==> config.mk <==
export PLATFORM = sky130hd
export DESIGN_NAME = calc_display_scan
export DESIGN_NICKNAME = d
export VERILOG_FILES = /design/src/rtl/calc_display_scan.sv
export SDC_FILE = /design/constraint.sdc
export NUM_CORES = 1
export LEC_CHECK = 0
export CELL_PAD_IN_SITES_DETAIL_PLACEMENT = 1
export CELL_PAD_IN_SITES_GLOBAL_PLACEMENT = 2
export CORE_ASPECT_RATIO = 0.6
export CORE_UTILIZATION = 38
export CTS_CLUSTER_DIAMETER = 60
export DETAILED_ROUTE_END_ITERATION = 10
export PLACE_DENSITY = 0.82
export SLEW_MARGIN = 20
export SYNTH_ARGS = -nofsm -noshare
export SYNTH_HDL_FRONTEND = slang
export SYNTH_SLANG_ARGS = --single-unit
==> constraint.sdc <==
create_clock -name clock -period 3.5 [get_ports clock]
set_input_delay 0.7 -clock clock [delete_from_list [all_inputs] [get_ports clock]]
set_output_delay 0.7 -clock clock [all_outputs]
set_load 0.005 [all_outputs]
==> src/rtl/calc_display_scan.sv <==
// Result-interface receiver for the calculator: buffers BCD digits addressed by pos and
// time-multiplexes them onto a common-anode 7-segment bank with leading-zero blanking.
module calc_display_scan #(
  parameter int unsigned DIGITS   = 8,
  parameter int unsigned SCAN_DIV = 50000
) (
  input  logic       clock,
  input  logic       reset,
  input  logic [1:0] status,
  input  logic [3:0] pos,
  input  logic [3:0] data,
  output logic [7:0] an,
  output logic [6:0] seg,
  output logic       dp
);

  localparam int unsigned CntW = (SCAN_DIV > 1) ? $clog2(SCAN_DIV) : 1;

  typedef enum logic [1:0] {
    StErro    = 2'd0,
    StPronta  = 2'd1,
    StOcupada = 2'd2,
    StErroAlt = 2'd3
  } status_e;

  logic [3:0]      digit_q [DIGITS];
  logic [3:0]      digit_d [DIGITS];
  logic [2:0]      idx_q, idx_d;
  logic [CntW-1:0] cnt_q, cnt_d;
  status_e         prev_status_q, prev_status_d;
  logic [7:0]      an_q, an_d;
  logic [6:0]      seg_q, seg_d;
  logic            dp_q, dp_d;

  logic       is_err, prev_err;
  logic [2:0] high;
  logic [3:0] cur;

  function automatic logic [6:0] bcd_to_seg(input logic [3:0] v);
    logic [6:0] s;
    case (v)
      4'd0:    s = 7'h40;
      4'd1:    s = 7'h79;
      4'd2:    s = 7'h24;
      4'd3:    s = 7'h30;
      4'd4:    s = 7'h19;
      4'd5:    s = 7'h12;
      4'd6:    s = 7'h02;
      4'd7:    s = 7'h78;
      4'd8:    s = 7'h00;
      4'd9:    s = 7'h10;
      default: s = 7'h7F;
    endcase
    return s;
  endfunction

  always_comb begin
    is_err        = (status == StErro) || (status == StErroAlt);
    prev_err      = (prev_status_q == StErro) || (prev_status_q == StErroAlt);
    prev_status_d = status_e'(status);

    // Clear on entry to error; no writes are accepted while in error so it stays clear.
    digit_d = digit_q;
    if (is_err && !prev_err) begin
      for (int i = 0; i < int'(DIGITS); i++) digit_d[i] = 4'd0;
    end else if (status == StPronta) begin
      for (int i = 0; i < int'(DIGITS); i++) begin
        if (pos == 4'(i)) digit_d[i] = data;
      end
    end

    cnt_d = cnt_q + 1'b1;
    idx_d = idx_q;
    if (cnt_q == CntW'(SCAN_DIV - 1)) begin
      cnt_d = '0;
      idx_d = (idx_q == 3'(DIGITS - 1)) ? 3'd0 : idx_q + 3'd1;
    end

    high = 3'd0;
    cur  = 4'd0;
    for (int i = 0; i < int'(DIGITS); i++) begin
      if (digit_q[i] != 4'd0) high = 3'(i);
      if (idx_q == 3'(i))     cur  = digit_q[i];
    end

    an_d        = 8'hFF;
    an_d[idx_q] = 1'b0;
    if (is_err) begin
      seg_d = (idx_q == 3'd0) ? 7'h06 : 7'h7F;
      dp_d  = 1'b1;
    end else begin
      seg_d = (idx_q <= high) ? bcd_to_seg(cur) : 7'h7F;
      dp_d  = (status != StOcupada);
    end
  end

  always_ff @(posedge clock or negedge reset) begin
    if (!reset) begin
      for (int i = 0; i < int'(DIGITS); i++) digit_q[i] <= 4'd0;
      idx_q         <= 3'd0;
      cnt_q         <= '0;
      prev_status_q <= StPronta;
      an_q          <= 8'hFF;
      seg_q         <= 7'h7F;
      dp_q          <= 1'b1;
    end else begin
      for (int i = 0; i < int'(DIGITS); i++) digit_q[i] <= digit_d[i];
      idx_q         <= idx_d;
      cnt_q         <= cnt_d;
      prev_status_q <= prev_status_d;
      an_q          <= an_d;
      seg_q         <= seg_d;
      dp_q          <= dp_d;
    end
  end

  assign an  = an_q;
  assign seg = seg_q;
  assign dp  = dp_q;

endmodule

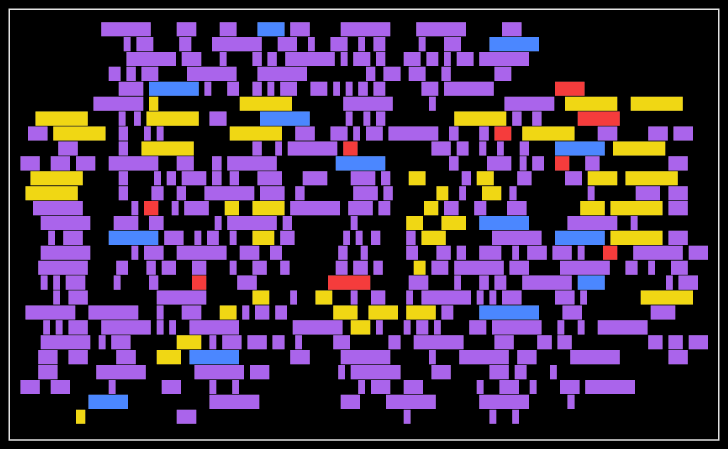
(images/sizes.png)
| colour | size | cells | share | most used |
|---|---|---|---|---|
| blue | _6 and larger | 13 | 3.5% | clkbuf_16 |
| yellow | _2 cells | 42 | 11% | dfstp_2 |
| purple | _0 and _1 cells | 312 | 83% | dfrtp_1 |
| red | _3 and _4 cells | 9 | 2.4% | buf_4 |
final instance area: 0.00434 mm2
count of plain and timing-repair buffers: 31

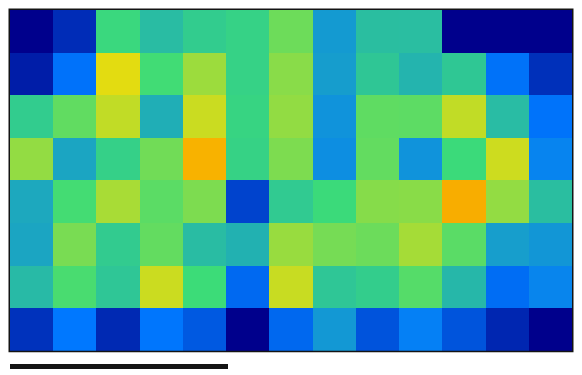
(images/cell_density.png)
The bar under the picture is 50 um long. 13 x 8 tiles, from dark blue (low) to red (high), 0 to 100% covered.
fullest tile: 80%
mean over tiles: 41%
nearly empty tiles: 5.8%
tiles over 75% full: 1.9%

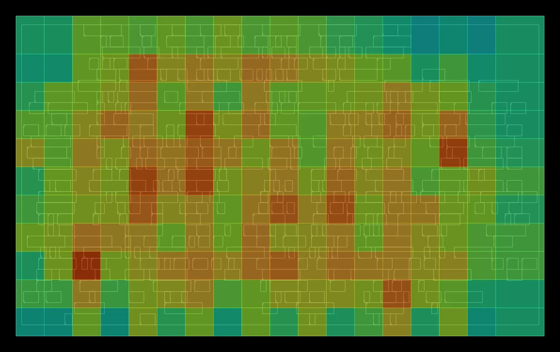
(images/congestion.png)
Core Util, Final: 46.8%
gr busiest metal: met1

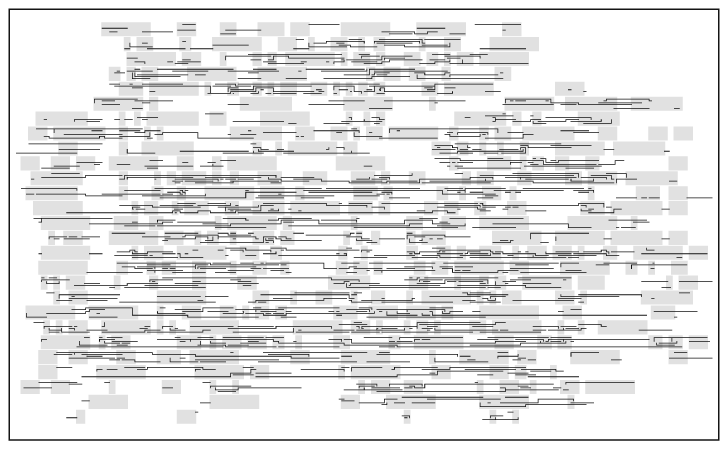
(images/layer_met1.png)
Cells faint in the background.
wire length on this layer: 5190 um
share of all routed wire: 54%
longest straight run: 52.0 um
nets with wire on the layer: 363
met1 Use GR: 32.1%
final WL: 9700 um
vias post-DR: 2721

==> results_slide.txt <==
Synthesis and Place & Route Summary

STA
  – FMAX: around 320 MHz
  – Fin. max-slew vios: 0
  – RSZ-0062 raised after global routing: no
  – Clk_skew: approximately 0.0067 ns
  – Rel. slew slack: 56.5%
  – Post-layout period usage: 89.1%

Floorplanning
  – Init Core Util: 39.7%
  – I/O pin total: 28
  – DIE AREA: 0.0101 mm2
  – Die width: 129 um

Pwr
  – Logic pwr share: 11.5%
  – Int Power: 1.54 mW
  – Top Consumer: clock
  – Peak supply drop: between 0.0002 and 0.00025 V
  – Switching Fraction: roughly a quarter
  – Clk power: around 0.95 mW
  – Sequential power share: between 40% and 50%
  – Switching pwr: 0.497 mW

Cells and area
  – Number of logic gates: 247
  – Seq. cell area: 0.00175 mm2
  – Most common logic cells in the final layout: 52 x dfrtp_1, 50 x nor2_1, 35 x mux2i_1
  – CLK BUF: 11
  – Leading cell kind: logic gates
  – Nets@finish: 396
  – Num sequential: about 69
  – P&R area growth vs syn: 17.8%
  – Fraction of standard cell area in multi-input logic: 40.6%
  – Fillers: ~1000

Global route
  – Vias in the first global route: 2793
  – Gr ovfl total: 0
  – First-pass GRT wire length: 15600 um
  – Largest net degree at the start of global routing: 70

Synth
  – Yosys cell count: 349
  – Comb area leader: simple AND/OR/NAND/NOR gates
  – Mux share: about a tenth
  – Post-Syn Instances: ~350
  – Chip area line of the yosys report: 0.00369 mm2
  – Synth warnings: 0
  – Synth Cell Area: 0.00369 mm2
  – Sequential fraction of the synthesis area: 47.4%
  – Simple-Gate Area Share: 18.4%
  – Area fraction in xor and xnor cells: 3.56%

Worst setup path
  – Critical path class: reg -> reg
  – Worst Path Max Fanout: 16
  – Worst EP arrival: 3.36 ns

CTS
  – CTS tree: done
  – Num CTS Buffers: 9
  – Late-Pin Clk Latency: about 0.33 ns
  – Post-CTS sizing: 0
  – CTS Buffer Depth: 2
  – Clock transition at the registers of the reported paths: 0.06 ns
  – Hold-fix buffers at CTS: 0

Flow run
  – Max Cap Viol: 0
  – Tool warnings: 31

Route
  – WL per Instance: 19.2 um
  – Final ANT Viol Nets: 0

Placement
  – HPWL Detailed: 6730 um
  – Placed instance count: around 500

Run status
  – Run status: finished clean

Worst hold path
  – Worst Hold Class: in -> async
through the flow:
step | hold slack, ns | total power, mW | setup slack, ns
2_1_floorplan | 0.404 | 0.997 | 0.815
3_3_place_gp | 0.472 | 1.10 | 0.594
3_5_place_dp | 0.480 | 1.11 | 0.442
4_1_cts | 0.399 | 2.06 | 0.410
5_1_grt | 0.428 | 2.12 | 0.205
6_report | 0.383 | 2.04 | 0.382
registers in the layout (all words and copies together), names as in the netlist:
register and flops:
an 8, cnt_q 16, digit_q 32, dp 1
idx_q 3, prev_status_q 2, seg 7
synth_stat cells (8+ instances only):
cell type	number	share of area (%)
dfrtp_1	52	35
nor2_1	50	5.1
mux2i_1	35	9.5
nand2_1	19	1.9
dfstp_2	17	12
nand3_1	16	2.2
clkbuf_1	14	1.4
ha_1	13	4.4
inv_1	13	1.3
a21oi_1	8	1.1
o21ai_0	8	1.1
xor2_1	8	1.9
worst paths after layout:
kind,from,end,depth (start not counted)
max in group asynchronous,reset,seg[1],2
min in group clock,cnt_q[0],cnt_q[0],1
min reg2reg,cnt_q[0],cnt_q[0],1
max,idx_q[1],seg[3],11
max reg2reg,idx_q[1],seg[3],11
min,reset,digit_q[5],2
worst max-delay path, stage by stage, from the launching register on:
cell     delay, ns
dfrtp_1       0.52
inv_1         0.20
ha_1          0.60
and3b_2       0.28
o221a_1       0.23
o22ai_1       0.24
a21o_1        0.23
inv_1         0.06
ha_1          0.29
inv_1         0.06
o21ai_0       0.08
a31oi_1       0.24
routing by layer:
layer	up-vias	part of all wire, %	track usage, %
met2	56	42	28.7
met4	0	0.71	5.65
met5	-	0	0
met3	9	4.1	4.77
li1	1264	-	-
met1	1392	54	32.1
Power and IR drop assume default switching activity.
